===== src/rtl/ram_stream_reader_pkg.sv =====
// rtl/ram_stream_reader_pkg.sv - shared FSM encoding and buffer depth for ram_stream_reader
package ram_stream_reader_pkg;

  typedef enum logic [1:0] {
    IDLE  = 2'd0,
    RUN   = 2'd1,
    DRAIN = 2'd2
  } state_t;

  localparam int BUF_DEPTH = 2;

endpackage


===== src/rtl/ram_stream_reader_skid_buf.sv =====
// rtl/ram_stream_reader_skid_buf.sv - rd_skid_buf, 2-entry {last, data} FIFO absorbing RAM read latency
module rd_skid_buf
  import ram_stream_reader_pkg::*;
#(
  parameter int DATA_WIDTH = 32
) (
  input  logic                  clk,
  input  logic                  rst,
  input  logic                  clr,
  input  logic                  push,
  input  logic [DATA_WIDTH-1:0] push_data,
  input  logic                  push_last,
  input  logic                  pop,
  output logic [1:0]            count,
  output logic [DATA_WIDTH-1:0] head_data,
  output logic                  head_last
);

  logic [DATA_WIDTH:0] mem [BUF_DEPTH];
  logic                wr_ptr;
  logic                rd_ptr;
  logic                do_pop;

  // A pop on an empty buffer is ignored so the pointers can never skew.
  assign do_pop = pop && (count != 2'd0);

  // Entry storage, pointers and occupancy; entries are zeroed on clear so the head reads 0 when empty.
  always_ff @(posedge clk) begin
    if (rst || clr) begin
      mem[0] <= '0;
      mem[1] <= '0;
      wr_ptr <= 1'b0;
      rd_ptr <= 1'b0;
      count  <= 2'd0;
    end else begin
      if (push) begin
        mem[wr_ptr] <= {push_last, push_data};
        wr_ptr      <= ~wr_ptr;
      end
      if (do_pop) begin
        rd_ptr <= ~rd_ptr;
      end
      case ({push, do_pop})
        2'b10:   count <= count + 2'd1;
        2'b01:   count <= count - 2'd1;
        default: count <= count;
      endcase
    end
  end

  assign head_data = mem[rd_ptr][DATA_WIDTH-1:0];
  assign head_last = mem[rd_ptr][DATA_WIDTH];

endmodule


===== src/rtl/ram_stream_reader.sv =====
// rtl/ram_stream_reader.sv - burst RAM read controller to valid/ready stream, abort input under RAM_STREAM_READER_ABORT_EN
module ram_stream_reader
  import ram_stream_reader_pkg::*;
#(
  parameter int DATA_WIDTH = 32,
  parameter int ADDR_WIDTH = 10,
  parameter int LEN_WIDTH  = ADDR_WIDTH + 1
) (
  input  logic                  clk,
  input  logic                  rst,
`ifdef RAM_STREAM_READER_ABORT_EN
  input  logic                  abort,
`endif
  input  logic                  cmd_valid,
  output logic                  cmd_ready,
  input  logic [ADDR_WIDTH-1:0] cmd_addr,
  input  logic [LEN_WIDTH-1:0]  cmd_len,
  output logic                  ram_en,
  output logic [ADDR_WIDTH-1:0] ram_addr,
  input  logic [DATA_WIDTH-1:0] ram_dout,
  output logic                  m_valid,
  input  logic                  m_ready,
  output logic [DATA_WIDTH-1:0] m_data,
  output logic                  m_last,
  output logic                  busy
);

  state_t                state;
  state_t                next_state;
  logic [ADDR_WIDTH-1:0] rd_addr;
  logic [LEN_WIDTH-1:0]  remaining;
  logic                  inflight;
  logic                  inflight_last;
  logic [1:0]            buf_count;
  logic [2:0]            occupancy;
  logic                  pop;
  logic                  issue;
  logic                  accept;
  logic                  last_word;
  logic                  abort_hit;
  logic                  push;

`ifdef RAM_STREAM_READER_ABORT_EN
  assign abort_hit = abort && (state != IDLE);
`else
  assign abort_hit = 1'b0;
`endif

  assign accept    = cmd_valid && (state == IDLE);
  assign pop       = m_valid && m_ready;
  assign last_word = (remaining == LEN_WIDTH'(1));

  // Words already owned by the buffer: stored entries plus the read still in the RAM pipeline.
  assign occupancy = {1'b0, buf_count} + {2'b00, inflight};

  // A read may only be launched if its data is guaranteed a free slot when it lands.
  assign issue = (state == RUN) && (remaining != '0) && !abort_hit &&
                 (occupancy < 3'(BUF_DEPTH) + {2'b00, pop});

  // A landing read is dropped on abort so no word of the truncated burst survives.
  assign push = inflight && !abort_hit;

  // State register.
  always_ff @(posedge clk) begin
    if (rst) begin
      state <= IDLE;
    end else begin
      state <= next_state;
    end
  end

  // Next-state decode: a zero-length command is consumed without leaving IDLE.
  always_comb begin
    next_state = state;
    case (state)
      IDLE: begin
        if (accept && (cmd_len != '0)) next_state = RUN;
      end
      RUN: begin
        if (abort_hit)                next_state = IDLE;
        else if (issue && last_word)  next_state = DRAIN;
      end
      DRAIN: begin
        if (abort_hit)                next_state = IDLE;
        else if (pop && m_last)       next_state = IDLE;
      end
      default: next_state = IDLE;
    endcase
  end

  // Output decode from registered state.
  always_comb begin
    cmd_ready = (state == IDLE);
    busy      = (state != IDLE);
    ram_en    = issue;
    ram_addr  = rd_addr;
  end

  // Burst address/length tracking and the one-cycle RAM read pipeline flags.
  always_ff @(posedge clk) begin
    if (rst) begin
      rd_addr       <= '0;
      remaining     <= '0;
      inflight      <= 1'b0;
      inflight_last <= 1'b0;
    end else begin
      inflight      <= issue;
      inflight_last <= issue && last_word;
      if (accept) begin
        rd_addr   <= cmd_addr;
        remaining <= cmd_len;
      end else if (issue) begin
        rd_addr   <= rd_addr + ADDR_WIDTH'(1);
        remaining <= remaining - LEN_WIDTH'(1);
      end
    end
  end

  rd_skid_buf #(
    .DATA_WIDTH(DATA_WIDTH)
  ) u_buf (
    .clk       (clk),
    .rst       (rst),
    .clr       (abort_hit),
    .push      (push),
    .push_data (ram_dout),
    .push_last (inflight_last),
    .pop       (pop),
    .count     (buf_count),
    .head_data (m_data),
    .head_last (m_last)
  );

  assign m_valid = (buf_count != 2'd0);

endmodule


===== config.mk =====
export PLATFORM = sky130hd
export DESIGN_NAME = ram_stream_reader
export DESIGN_NICKNAME = d
export VERILOG_FILES = /design/src/rtl/ram_stream_reader_pkg.sv /design/src/rtl/ram_stream_reader_skid_buf.sv /design/src/rtl/ram_stream_reader.sv
export SDC_FILE = /design/constraint.sdc
export NUM_CORES = 1
export LEC_CHECK = 0
export CORE_ASPECT_RATIO = 1.75
export CORE_MARGIN = 2
export CORE_UTILIZATION = 50
export CTS_CLUSTER_SIZE = 28
export DETAILED_ROUTE_END_ITERATION = 16
export HOLD_SLACK_MARGIN = 0.05
export PLACE_DENSITY = 0.78
export SLEW_MARGIN = 0
export SYNTH_ARGS = -nofsm -noshare
export SYNTH_HDL_FRONTEND = slang
export SYNTH_SLANG_ARGS = --single-unit
export TNS_END_PERCENT = 50

===== constraint.sdc =====
create_clock -name clk -period 3 [get_ports clk]
set_clock_uncertainty 0.15 [all_clocks]
set_input_delay 0.6 -clock clk [delete_from_list [all_inputs] [get_ports clk]]
set_output_delay 0.6 -clock clk [all_outputs]
set_load 0.005 [all_outputs]

==> results.cfg, run 1 <==
; synthesis and place-and-route metrics
[status]
run_status = finished clean

[power]
p_leak_nw = 2.22
power_leader = registers
power_switching_w = 0.00101
p_seq_share_pct = 43.1
p_int_w = 0.00277

[global_routing]
overflow = 0
grt_most_used_layer = met2

[cells_and_area]
nFillCells = 660
sh_comb_area_pct = 30.6
flop_area_mm2 = 0.00258
ff_count = 96
nClkBuffers = 9
largest_cell_class = sequential cells

[flow_run]
warnings = 28

[placement]
gp_routability_congestion = 0.865
place_area_mm2 = 0.00571
dpl_worst_slack_ns = 0.128

[timing]
relSlewSlack_pct = 32.1
max_freq_mhz = 346
finalCriticalPeriod_ns = 2.89
whs_ns = 0.365

[die]
chip_area_mm2 = 0.00987
die_y_um = 130

[yosys]
synth_area_mm2 = 0.00453
yosys.area.top_type = edfxtp_1
ys_sh_xor_pct = 0.773
topCombFamilyByArea = simple AND/OR/NAND/NOR gates
synth.top_cell.area_share_pct = 43.7
aoi_share_pct = 10.2

[clock_network]
cts_tree = done
cts_resized = 0
cts_buffer_depth = 2

[detailed_routing]
dr_wl_met3_um = 465

[min_path]
hp-class = register to register
## run 1: state kept, by name, summed over array words and instances, names as in the netlist, named ones only
signal         flops
u_buf.mem         66
remaining         11
ram_addr          10
state              2
u_buf.count        2
inflight           1
inflight_last      1
u_buf.rd_ptr       1
u_buf.wr_ptr       1
## run 1: worst max-delay path, cell delays in order
cell and delay [ns]:
clkdlybuf4s50_1 0.45, o21ai_1 0.14, o21ai_1 0.23, nand3_2 0.13, inv_4 0.08, clkdlybuf4s50_1 0.50
## run 1: path summary, 6_finish.rpt
path                  startpoint     endpoint  depth (start not counted)
hold reg to reg      ram_addr[7]  ram_addr[7]                          2
setup / recovery         m_ready       ram_en                          6
hold / removal       ram_addr[7]  ram_addr[7]                          2
setup reg to reg  u_buf.count[0]  ram_addr[8]                          8
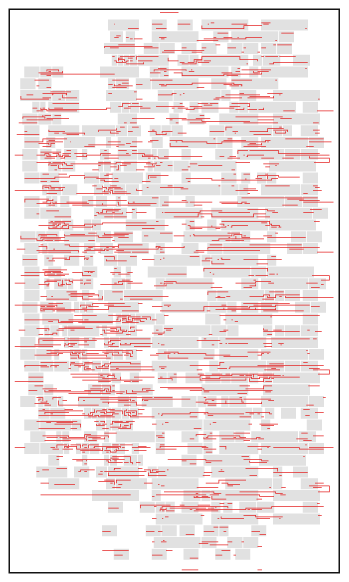
Run 1: metal 1
longest straight run: 25.8 um
main direction: horizontal
share of all routed wire: 36%
wire length on this layer: 3,860 um

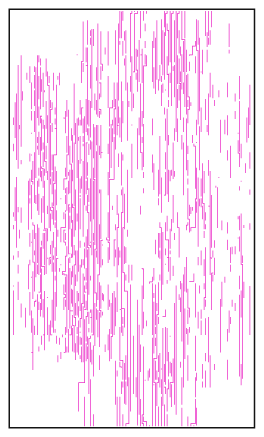
Run 1: signal wires on met2
main direction: vertical
longest straight run: 44.4 um
wire length on this layer: 5,940 um
nets with wire on the layer: 492
share of all routed wire: 56%

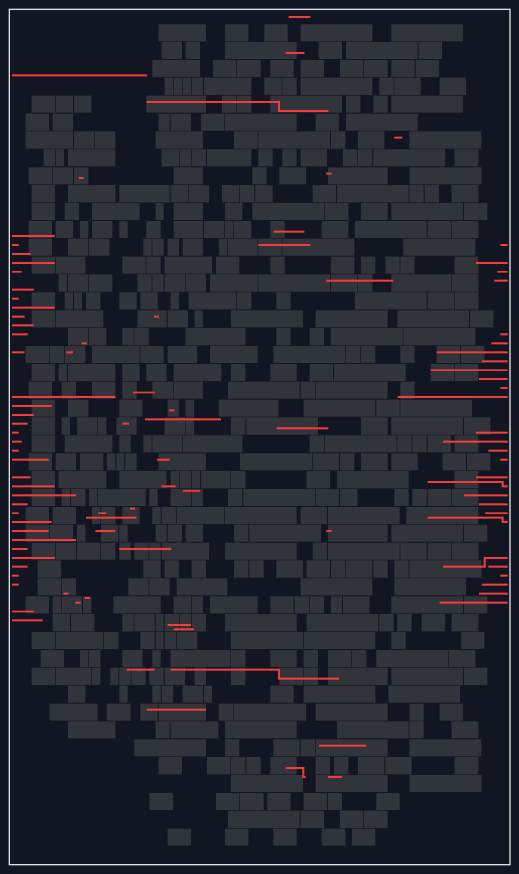
Run 1: metal 3
nets with wire on the layer: 85
share of all routed wire: 4.4%
longest straight run: 20.2 um
main direction: horizontal
wire length on this layer: 466 um

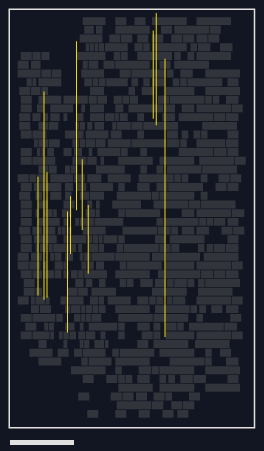
Run 1: met4 routing
Scale bar: 20 um.
wire length on this layer: 439 um
nets with wire on the layer: 11

Run 1, track usage over the die:
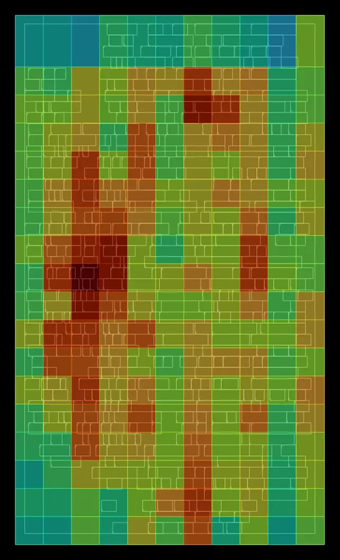

==> run 2, diff against run 1 <==
CTS_BUF_LIST = sky130_fd_sc_hd__clkbuf_8   (was default)
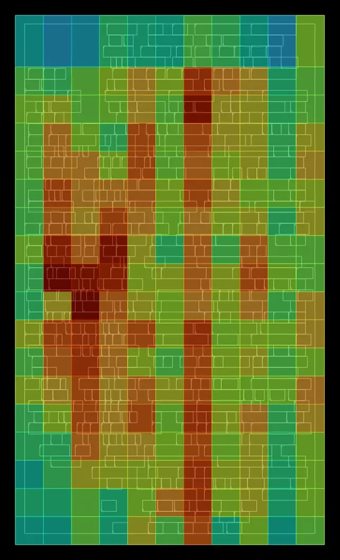
Run 2: track usage over the die
GR Util All Layers: 21.2%
M3 GR Usage: 4.15%
DR WL/cell: 17.6 um

==> run 2 against run 1 <==
  * Global-route usage shrank 0.25 points
  * Via count grew 0.32%
  * Final cell count is the same
==> results.cfg, run 2 <==
; synthesis and place-and-route metrics
[min_path]
hold_depth = 2
hp-class = register to register

[cells_and_area]
nFillCells = 678

[status]
run_status = finished clean

[global_routing]
grt_most_used_layer = met2
overflow = 0

[placement]
gp_routability_congestion = 0.865
dpl_worst_slack_ns = 0.128
place_area_mm2 = 0.00571

[power]
power_leader = registers
p_seq_share_pct = 46.7
p_leak_nw = 2.17

[timing]
whs_ns = 0.369
max_freq_mhz = 347
finalCriticalPeriod_ns = 2.89

[yosys]
synth.top_cell.area_share_pct = 43.7

[worst_setup_path]
worstReg2RegStart = u_buf.count[0]
worstPathCellList = clkdlybuf4s50_1 -> o21ai_1 -> o21ai_1 -> nand3_2 -> inv_4 -> clkdlybuf4s50_1
critical-path-top-delay-family = buffers and inverters
r2r_cells = 8
r2r-end = ram_addr[8]
path_buffers = 3
cp_slowest_stage_delay_ns = 0.50

[clock_network]
cts_buffer_depth = 2
cts_tree = done
cts_resized = 0
-- run 2: cell families (layout without fill, tap and decap cells) --
logic type	Yosys count	in the layout	synth area share, %
AOI/OAI and AO/OA	62	62	10.2
xor gates and xnor gates	4	4	0.773
adders and majority gates	7	7	1.93
buffers and inverters	30	137	2.73
DFF	96	96	57.0
muxes	33	33	8.20
and+or+nand+nor	144	144	19.2
-- run 2: area by class of cell --
class | instances | area (um^2) | area share [%]
Timing Repair Buffer | 111 | 1090 | 18.4
Tap cell | 120 | 150 | 2.53
Clock inverter | 7 | 96.3 | 1.62
Clock buffer | 9 | 124 | 2.09
Multi-Input combinational cell | 250 | 1850 | 31.1
Sequential cell | 96 | 2580 | 43.5
Inverter | 10 | 40.0 | 0.675
